### Clock nets, run 1

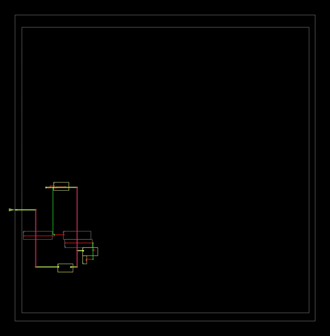
### Routed metal, one color a layer, run 1

Two of the layers only.
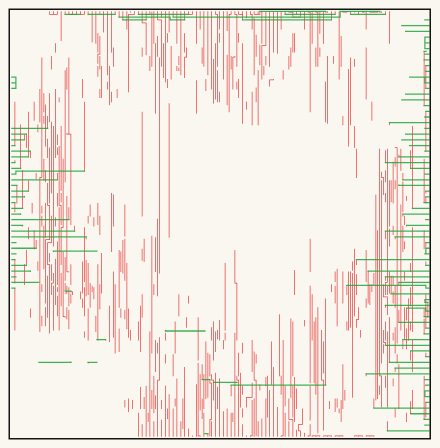
### Nets reached from selected ports, run 1

Bar = 20 um.
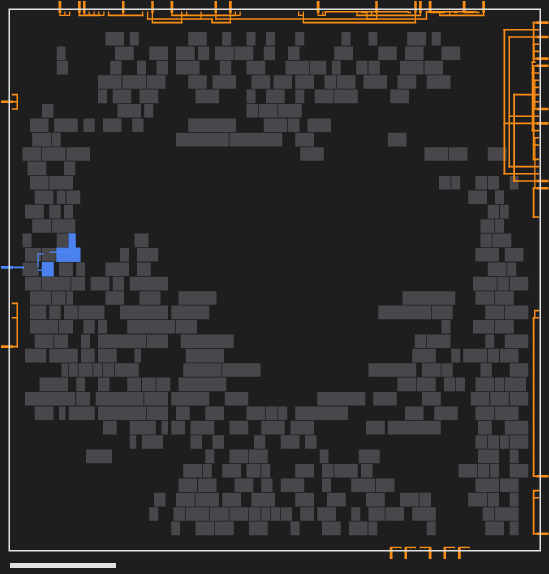
===== config.mk =====
export PLATFORM = sky130hd
export DESIGN_NAME = progmem_arbiter
export DESIGN_NICKNAME = d
export VERILOG_FILES = /design/src/rtl/progmem_arbiter_pkg.sv /design/src/rtl/progmem_arbiter.sv
export SDC_FILE = /design/constraint.sdc
export NUM_CORES = 1
export LEC_CHECK = 0
export CORE_AREA = 2 2 98 100
export CTS_CLUSTER_DIAMETER = 100
export DETAILED_ROUTE_END_ITERATION = 10
export DIE_AREA = 0 0 100 102
export PLACE_DENSITY = 0.68
export SLEW_MARGIN = 5
export SYNTH_ARGS = -nofsm -noshare
export SYNTH_HDL_FRONTEND = slang
export SYNTH_SLANG_ARGS = --single-unit

===== constraint.sdc =====
create_clock -name clk -period 1.9 [get_ports clk]
set_input_delay 0.57 -clock clk [delete_from_list [all_inputs] [get_ports clk]]
set_output_delay 0.57 -clock clk [all_outputs]
set_load 0.005 [all_outputs]

===== src/rtl/progmem_arbiter_pkg.sv =====
// Shared definitions for the program-memory arbiter: port count and FSM encoding.
package progmem_arbiter_pkg;

  localparam int unsigned ARB_PORTS = 2;

  typedef enum logic [1:0] {
    IDLE = 2'd0,
    GNT0 = 2'd1,
    GNT1 = 2'd2
  } arb_state_t;

endpackage


===== src/rtl/progmem_arbiter.sv =====
// Round-robin two-master arbiter in front of the program memory; one transfer in
// flight, with a forced idle bus cycle between consecutive transfers.
module progmem_arbiter
  import progmem_arbiter_pkg::*;
#(
  parameter int ADDR_W = 13,
  parameter int DATA_W = 32
) (
  input  logic                  clk,
  input  logic                  rst_n,

  input  logic [ADDR_W-1:0]     s0_address,
  input  logic                  s0_read,
  input  logic                  s0_write,
  input  logic [DATA_W/8-1:0]   s0_byteenable,
  input  logic [DATA_W-1:0]     s0_writedata,
  output logic [DATA_W-1:0]     s0_readdata,
  output logic                  s0_waitrequest,

  input  logic [ADDR_W-1:0]     s1_address,
  input  logic                  s1_read,
  input  logic                  s1_write,
  input  logic [DATA_W/8-1:0]   s1_byteenable,
  input  logic [DATA_W-1:0]     s1_writedata,
  output logic [DATA_W-1:0]     s1_readdata,
  output logic                  s1_waitrequest,

  output logic [ADDR_W-1:0]     mem_address,
  output logic                  mem_read,
  output logic                  mem_write,
  output logic [DATA_W/8-1:0]   mem_byteenable,
  output logic [DATA_W-1:0]     mem_writedata,
  input  logic [DATA_W-1:0]     mem_readdata,
  input  logic                  mem_waitrequest
);

  arb_state_t           state;
  logic                 last;
  logic [ARB_PORTS-1:0] req;

  assign req = {s1_read | s1_write, s0_read | s0_write};

  always_ff @(posedge clk or negedge rst_n) begin
    if (!rst_n) begin
      state <= IDLE;
      last  <= 1'b1;
    end else begin
      case (state)
        IDLE: begin
          // s0 wins when alone, or on a tie when s1 had the previous grant
          if (req[0] && (!req[1] || last)) state <= GNT0;
          else if (req[1])                 state <= GNT1;
        end
        GNT0: begin
          if (!req[0]) begin
            state <= IDLE;
          end else if (!mem_waitrequest) begin
            last  <= 1'b0;
            state <= IDLE;
          end
        end
        GNT1: begin
          if (!req[1]) begin
            state <= IDLE;
          end else if (!mem_waitrequest) begin
            last  <= 1'b1;
            state <= IDLE;
          end
        end
        default: state <= IDLE;
      endcase
    end
  end

  assign s0_readdata = mem_readdata;
  assign s1_readdata = mem_readdata;

  always_comb begin
    mem_address    = '0;
    mem_read       = 1'b0;
    mem_write      = 1'b0;
    mem_byteenable = '0;
    mem_writedata  = '0;
    s0_waitrequest = req[0];
    s1_waitrequest = req[1];
    case (state)
      GNT0: begin
        mem_address    = s0_address;
        mem_read       = s0_read;
        mem_write      = s0_write;
        mem_byteenable = s0_byteenable;
        mem_writedata  = s0_writedata;
        s0_waitrequest = mem_waitrequest;
      end
      GNT1: begin
        mem_address    = s1_address;
        mem_read       = s1_read;
        mem_write      = s1_write;
        mem_byteenable = s1_byteenable;
        mem_writedata  = s1_writedata;
        s1_waitrequest = mem_waitrequest;
      end
      default: ;
    endcase
  end

endmodule


==> summary.rpt, run 1 <==
DRT
------------------------------------------------------------------------------------
Number of optimization iterations in the first detailed-route pass                 4
Post-route DRC violation count                                                     0
Routed via count divided by cell count                                          4.47
Routed wl met3                                                                707 um

GRT
------------------------------------------------------------------------------------
Met2 usage                                                                     26.2%
Number of antenna violations at the first check in global routing                  0
Via count of the first global-routing pass                                      2125

PWR
------------------------------------------------------------------------------------
Switching share of power                                                       39.2%
Sequential power                                                            0.121 mW
Leakage                                                                      1.37 nW
Worst ir drop on vdd                                                        0.667 mV
Sum of internal, switching and leakage power                                 4.84 mW

JOB
------------------------------------------------------------------------------------
Tool warnings                                                                     33
Number of maximum-capacitance constraint violations                                0

FINAL TIMING
------------------------------------------------------------------------------------
Slew at the pin closest to its max-slew limit                               0.266 ns
Part of the cycle the worst path needs                                          114%
Max Fclk                                                                     462 MHz
Setup-violating endpoint count in the final report                                53
RSZ-0062 raised after global routing                                            true
Slack of the critical path                                                 -0.264 ns

LAYOUT
------------------------------------------------------------------------------------
Area of all placed cells without fillers                                    3470 um2
FF/Latch Area                                                               76.3 um2
Top register by number of flip-flops                                           state

DIE
------------------------------------------------------------------------------------
Starting density of the core                                                   17.3%
Die width                                                                     100 um

CRITICAL PATH
------------------------------------------------------------------------------------
Destination of the critical timing path                                 s1_waitrequest
Ordered cell list for the critical path                                 inv_2 > ha_4 > buf_12 > mux2_4 > buf_6
Crit path largest cell delay                                                 0.39 ns
Worst reg2reg setup slack                                                    0.07 ns
Startpoint of the lowest-slack register-to-register path                    state[0]
CP endpoint kind                                                         output port

YOSYS
------------------------------------------------------------------------------------
Post-Synthesis Cells                                                             216
Yosys warns                                                                        0
Number of cells in the yosys synthesis report                                    216
Part of the Yosys area used for sequential elements                            4.84%
Fraction of post-synthesis cell area in the top cell type by area              30.5%

CLOCK NETWORK
------------------------------------------------------------------------------------
Latest clock arrival within the worst-skew pair                              0.22 ns
CTS Hold Bufs                                                                      0
Number of clock sinks                                                              3
Number of H-tree levels                                                            1
Worst-path clk slew                                                          0.03 ns
Setup bufs post-CTS                                                               13

STATUS
------------------------------------------------------------------------------------
Violations in the final reports                                         setup timing
Status                                                                  finished, violations left

PLACED DESIGN
------------------------------------------------------------------------------------
Weighted congestion at the end of routability-driven global placement          0.702

MIN PATH
------------------------------------------------------------------------------------
Type of the tightest min-delay check                                     in -> async

About 'Clock nets':
power of the clock network: 0.195 mW
# clk buffers: 4

About 'Routed metal, one color a layer':
- metal 3: green (wire length 708 um)
- metal 2: red (wire length 3910 um)
detailed-route wire length per cell: 17.6 um
drt total wl: 7960 um
routed vias: 2016

About 'Nets reached from selected ports':
- mem_readdata: orange (direction input; edge 15 north, 10 east, 5 south, 2 west; end cells 0; buffers 0; wire 469 um)
- s1_write: blue (direction input; edge west; end cells 3; buffers 2; wire 13.9 um)
I/O pin count: 254
tally of buffers added on design ports: 157

run 1: kinds of logic (layout without fill, tap and decap cells):
kind of cell	after synthesis	after routing	synth area share, %
AND-OR/OR-AND	60	60	28.6
adder cells (fa/ha/maj)	6	6	4.76
buffers and inverters	83	207	36.0
flip-flops	3	3	4.84
multiplexers	3	3	2.38
AND/OR/NAND/NOR	61	61	23.5
run 1: critical path: cells and delay by family (launching register included):
kind	cells	cell delay, ns
adders and majority gates	1	0.25
buffers and inverters	3	0.42
DFF	1	0.39
muxes	1	0.31
run 1: area by class of cell:
cell class / count / area share [%]
Inverter: 2 / 0.216
Timing Repair Buffer: 201 / 56.6
Sequential cell: 3 / 2.20
Tap cell: 111 / 4.00
Clock buffer: 4 / 1.30
Multi-Input combinational cell: 130 / 35.7
run 1: layout by cell type, fill, tap and decap left out, types with 2 or more instances in the layout:
cell type                           n
sky130_fd_sc_hd__a22oi_1            6
sky130_fd_sc_hd__a22oi_2           47
sky130_fd_sc_hd__buf_12             7
sky130_fd_sc_hd__buf_16             7
sky130_fd_sc_hd__buf_2             50
sky130_fd_sc_hd__buf_4             16
sky130_fd_sc_hd__buf_6             13
sky130_fd_sc_hd__clkbuf_16          3
sky130_fd_sc_hd__clkbuf_8           3
sky130_fd_sc_hd__clkdlybuf4s50_1  100
sky130_fd_sc_hd__dfrtp_1            2
sky130_fd_sc_hd__dlygate4sd2_1      4
sky130_fd_sc_hd__ha_1               2
sky130_fd_sc_hd__ha_4               4
sky130_fd_sc_hd__inv_2              2
sky130_fd_sc_hd__mux2_4             3
sky130_fd_sc_hd__nor2_1             3
sky130_fd_sc_hd__nor2b_1           50
sky130_fd_sc_hd__nor2b_2            2
sky130_fd_sc_hd__o21ai_0            2
sky130_fd_sc_hd__o21ai_1            2
sky130_fd_sc_hd__or2_1              2
## Run 2: what changed since run 1
Settings changed: CORE_AREA 2 2 98 100 to 2 2 99 101, DIE_AREA 0 0 100 102 to 0 0 101 103, DONT_BUFFER_PORTS from default to 1, PLACE_DENSITY 0.68 to default.
### Met1 routing, run 2

Supply wires on this layer in gray.
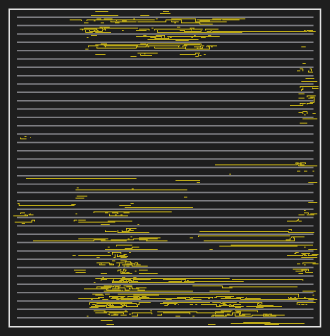
- nets with wire on the layer: 222
- wire length on this layer: 2090 um
- longest straight run: 58.9 um
- main direction: horizontal
- share of all routed wire: 35%
met1 Track Usage GR: 8.24%
routed vias: 1348
drt total wl: 6000 um

### Signal wires on met4, run 2

Supply wires on this layer in gray.
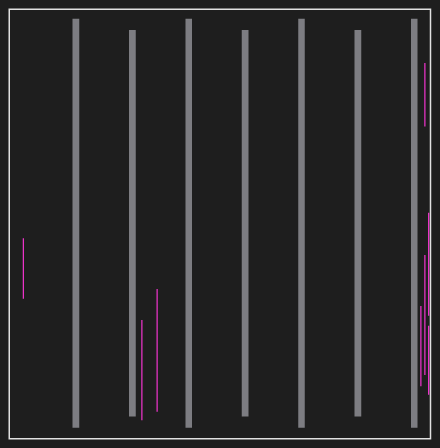
- wire length on this layer: 171 um
- longest straight run: 29.2 um

### Zoomed window, run 2

Bar = 10 um. Window x 36 to 66, y 36 to 66 um. Cells in gray, sequential cells in the stronger gray; small squares are vias.
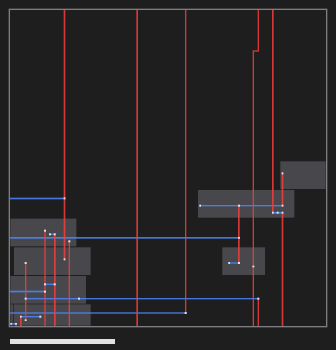
- metal 2: red
- metal 1: blue
- cells with their middle in the window: 6
- sequential cells in the window: 0
- most frequent: ha_4 (2), buf_12 (2)

==> run 2 against run 1 <==
The run still ends with setup timing left. Combinational power is 28% lower. Routed wire length decreased by 25%. Worst setup slack better by 0.18 ns. Clock-buffer cell count unchanged. Flip-flop count is the same. Highest routed layer unchanged.
==> summary.rpt, run 2 <==
STATUS
--------------------------------------------------------------------------------
Status                                                              finished, violations left
Violations in the final reports                                     setup timing

CRITICAL PATH
--------------------------------------------------------------------------------
Destination of the critical timing path                             mem_writedata[21]
Startpoint of the lowest-slack register-to-register path                state[0]
CP endpoint kind                                                     output port

FINAL TIMING
--------------------------------------------------------------------------------
Setup-violating endpoint count in the final report                            51   -3.8%
Slew at the pin closest to its max-slew limit                           0.240 ns   -0.0259 ns
Slack of the critical path                                            -0.0849 ns   +0.179 ns
Part of the cycle the worst path needs                                      104%   -9.4 points

CLOCK NETWORK
--------------------------------------------------------------------------------
Number of clock sinks                                                          3   unchanged
Worst-path clk slew                                                      0.03 ns   about the same

GRT
--------------------------------------------------------------------------------
Number of antenna violations at the first check in global routing              0   unchanged
Met2 usage                                                                 16.0%   -10 points
Via count of the first global-routing pass                                  1189   -44%

MIN PATH
--------------------------------------------------------------------------------
Type of the tightest min-delay check                                 in -> async

YOSYS
--------------------------------------------------------------------------------
Fraction of post-synthesis cell area in the top cell type by area          30.5%   unchanged
Yosys warns                                                                    0   unchanged

PWR
--------------------------------------------------------------------------------
Switching share of power                                                   45.4%   +6.2 points

DIE
--------------------------------------------------------------------------------
Die width                                                                 101 um   +1.0%
I/O pin count                                                                254   unchanged

LAYOUT
--------------------------------------------------------------------------------
FF/Latch Area                                                           76.3 um2   unchanged
Most instantiated logic cell after routing                          sky130_fd_sc_hd__nor2b_2
Area of all placed cells without fillers                                1800 um2   -48%

DRT
--------------------------------------------------------------------------------
Detailed-route wire length per cell                                      22.3 um   +26%
Routed via count divided by cell count                                      5.01   +12%

PLACED DESIGN
--------------------------------------------------------------------------------
Tally of buffers added on design ports                                         0   -100%

[run 2: netlist changes by cell type in the layout (fill, tap and decap cells not counted), moves of 11 or more]
| cell | change |
|---|---|
| sky130_fd_sc_hd__nor2b_1 | -37 |
| sky130_fd_sc_hd__nor2b_2 | +36 |
| sky130_fd_sc_hd__a22oi_2 | -12 |
| sky130_fd_sc_hd__buf_4 | -11 |
| sky130_fd_sc_hd__clkdlybuf4s50_1 | -100 |
| sky130_fd_sc_hd__buf_2 | -50 |
| sky130_fd_sc_hd__a22oi_1 | +12 |
[run 2: cells by family (layout without fill, tap and decap cells)]
kind of cell | Yosys count | in the layout | synth area share, %
AND/OR/NAND/NOR | 61 | 61 | 23.5
adder cells (fa/ha/maj) | 6 | 6 | 4.76
flip-flops | 3 | 3 | 4.84
multiplexers | 3 | 3 | 2.38
buffers and inverters | 83 | 22 | 36.0
AND-OR/OR-AND | 60 | 60 | 28.6
[run 2: critical path: stages (launching register included)]
cell and delay [ns]:
sky130_fd_sc_hd__dfrtp_1 0.40, sky130_fd_sc_hd__buf_4 0.16, sky130_fd_sc_hd__ha_4 0.18, sky130_fd_sc_hd__buf_12 0.16
sky130_fd_sc_hd__a22oi_1 0.21, sky130_fd_sc_hd__nor2b_2 0.07
[run 2: timing repair]
item	4_1_cts	5_1_grt
setup buffers	2	1
pin swaps	6	1
gates resized	78	11
cloned	1	4
setup endpoints to repair	53	52
hold buffers	0	0
[run 2: final cells by class]
type / instances / area share [%]
inverter: 2 / 0.417
clock buffer: 4 / 2.50
tap: 114 / 7.92
multi-input combinational: 130 / 71.1
sequential: 3 / 4.24
timing repair buffer: 16 / 13.8
[run 2: layer usage]
layer | up-vias | wire, um
li1 | 567 | -
met2 | 106 | 3240
met5 | - | 0
met4 | 0 | 170
met3 | 21 | 503
met1 | 654 | 2090
## Run 3: what changed since run 2
Settings changed: HOLD_SLACK_MARGIN from default to 0.02.
### Met1 routing, run 3

Supply wires on this layer in gray.
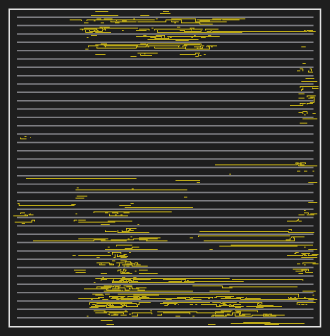
- share of all routed wire: 35%
- wire length on this layer: 2090 um
- longest straight run: 58.9 um
- nets with wire on the layer: 222

### Zoomed window, run 3

Bar = 10 um. Window x 36 to 66, y 36 to 66 um. Cells in gray, sequential cells in the stronger gray; small squares are vias.
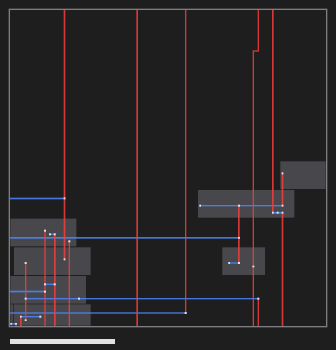
- metal 1: blue
- metal 2: red
- most frequent: ha_4 (2), buf_12 (2)
- cells with their middle in the window: 6
- sequential cells in the window: 0

### Clock nets, run 3

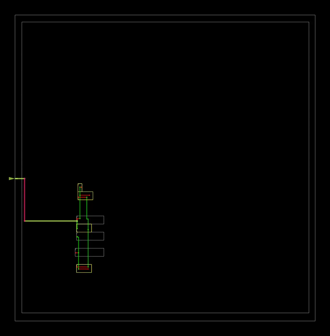
number of clock sinks: 3
power of the clock network: 0.184 mW

==> run 3 against run 2 <==
The flow still finishes with violations (setup timing). Non-clock buffer count is the same. Fmax is the same. Flip-flop count is the same. Core utilization is the same. Largest power group unchanged. Area after synthesis is the same. Routed wire length is the same. Largest cell class unchanged. Power is the same. First-iteration DRC count is the same. Clock skew is the same. Sequential power is essentially flat.
==> summary.rpt, run 3 <==
CRITICAL PATH
---------------------------------------------------------------------------------
Master of the slowest instance on the critical path                  sky130_fd_sc_hd__dfrtp_1
Ordered cell list for the critical path                              buf_4 > ha_4 > buf_12 > a22oi_1 > nor2b_2
Number of buffer and inverter instances along the worst setup path              2   unchanged
CP endpoint kind                                                      output port
Crit path largest cell delay                                              0.40 ns   about the same
Cell family with the largest share of critical-path delay              flip-flops

LAYOUT
---------------------------------------------------------------------------------
Number of flip-flops in the largest register                                    2
Area of all placed cells without fillers                                 1800 um2   unchanged
Top register by number of flip-flops                                        state
Most instantiated logic cell after routing                           sky130_fd_sc_hd__nor2b_2

GRT
---------------------------------------------------------------------------------
Met3 demand-to-capacity share in global routing                             1.97%
Met1 Track Usage GR                                                         8.24%   unchanged
Met2 usage                                                                  16.0%   unchanged
Number of antenna violations at the first check in global routing               0   unchanged
Via count of the first global-routing pass                                   1189   unchanged

DRT
---------------------------------------------------------------------------------
Drt total wl                                                              6000 um   unchanged
Routed vias                                                                  1348   unchanged
Detailed-route wire length on metal 1                                     2090 um   unchanged
Routed length on met2                                                     3240 um   unchanged
Detailed-route wire length per cell                                       22.3 um   unchanged
Routed wl met3                                                             503 um   unchanged

YOSYS
---------------------------------------------------------------------------------
Post-Synthesis Cells                                                          216
Yosys warns                                                                     0   unchanged
Syn Nets                                                                      359
Fraction of post-synthesis cell area in the top cell type by area           30.5%   unchanged

STATUS
---------------------------------------------------------------------------------
Violations in the final reports                                      setup timing
Status                                                               finished, violations left

CLOCK NETWORK
---------------------------------------------------------------------------------
CTS Hold Bufs                                                                   0   unchanged
Setup bufs post-CTS                                                             2   unchanged
Post-cts sizing count                                                          78   unchanged
Number of buffers between clock root and the deepest sink                       2
Worst-path clk slew                                                       0.03 ns   about the same

FINAL TIMING
---------------------------------------------------------------------------------
Slew at the pin closest to its max-slew limit                            0.240 ns   unchanged
Clock period minus worst slack                                            1.98 ns
Part of the cycle the worst path needs                                       104%   unchanged
Slack of the critical path                                             -0.0849 ns   unchanged
RSZ-0062 raised after global routing                                         true
Slew HR                                                                     83.8%
Setup-violating endpoint count in the final report                             51   unchanged
Worst Clk Skew                                                         0.00197 ns

DIE
---------------------------------------------------------------------------------
Die width                                                                  101 um   unchanged
I/O pin count                                                                 254   unchanged

PWR
---------------------------------------------------------------------------------
Combinational fraction of design power                                      91.4%

MIN PATH
---------------------------------------------------------------------------------
Type of the tightest min-delay check                                  in -> async

PLACED DESIGN
---------------------------------------------------------------------------------
Tally of buffers added on design ports                                          0   unchanged

==> run 3: cell counts after synthesis <==
Identical to the previous run, type by type.
==> run 3: cell families after synthesis <==
family | count (synthesis) | share of synthesized area, %
AOI/OAI and AO/OA | 60 | 28.6
DFF | 3 | 4.84
adders and majority gates | 6 | 4.76
and+or+nand+nor | 61 | 23.5
muxes | 3 | 2.38
buffers and inverters | 83 | 36.0
==> run 3: power groups by stage <==
| stage | Clock, mW | Combinational [mW] | Sequential [mW] |
|---|---|---|---|
| after CTS | 0.189 | 2.79 | 0.121 |
| after detailed placement | 0 | 2.08 | 0.123 |
| after global routing | 0.197 | 3.49 | 0.123 |
| after floorplan | 0 | 1.60 | 0.124 |
| final | 0.184 | 3.24 | 0.122 |
| after global placement | 0 | 2.00 | 0.120 |
==> run 3: path summary, 6_finish.rpt <==
path,endpoint,cells past startpoint,from,slack (ns)
worst max register to register,last,6,state[0],0.28
worst min-delay path,state[0],0,rst_n,0.05
worst min register to register,last,1,last,0.61
min in group clk,last,1,last,0.61
worst max-delay path,mem_writedata[21],5,state[1],-0.08
max in group asynchronous,last,0,rst_n,1.68
==> run 3: stage by stage <==
stage	hold WS, ns	power [mW]	setup slack [ns]	setup TNS [ns]	utilization (%)
after global routing	0.0425	3.81	-0.142	-5.65	19.0
after CTS	0.0478	3.10	-0.0717	-2.09	17.6
after detailed placement	0.275	2.21	0.00248	0	13.6
after global placement	0.275	2.12	0.0957	0	13.6
after floorplan	0.274	1.73	0.0111	0	-
final	0.0520	3.54	-0.0849	-3.01	19.0
==> run 3: final cells by class <==
cell class	instances	area, um2	area share, %
multi-input combinational	130	1280	71.1
timing repair buffer	16	249	13.8
tap	114	143	7.92
sequential	3	76.3	4.24
clock buffer	4	45.0	2.50
inverter	2	7.51	0.417
Power and IR drop assume default switching activity.
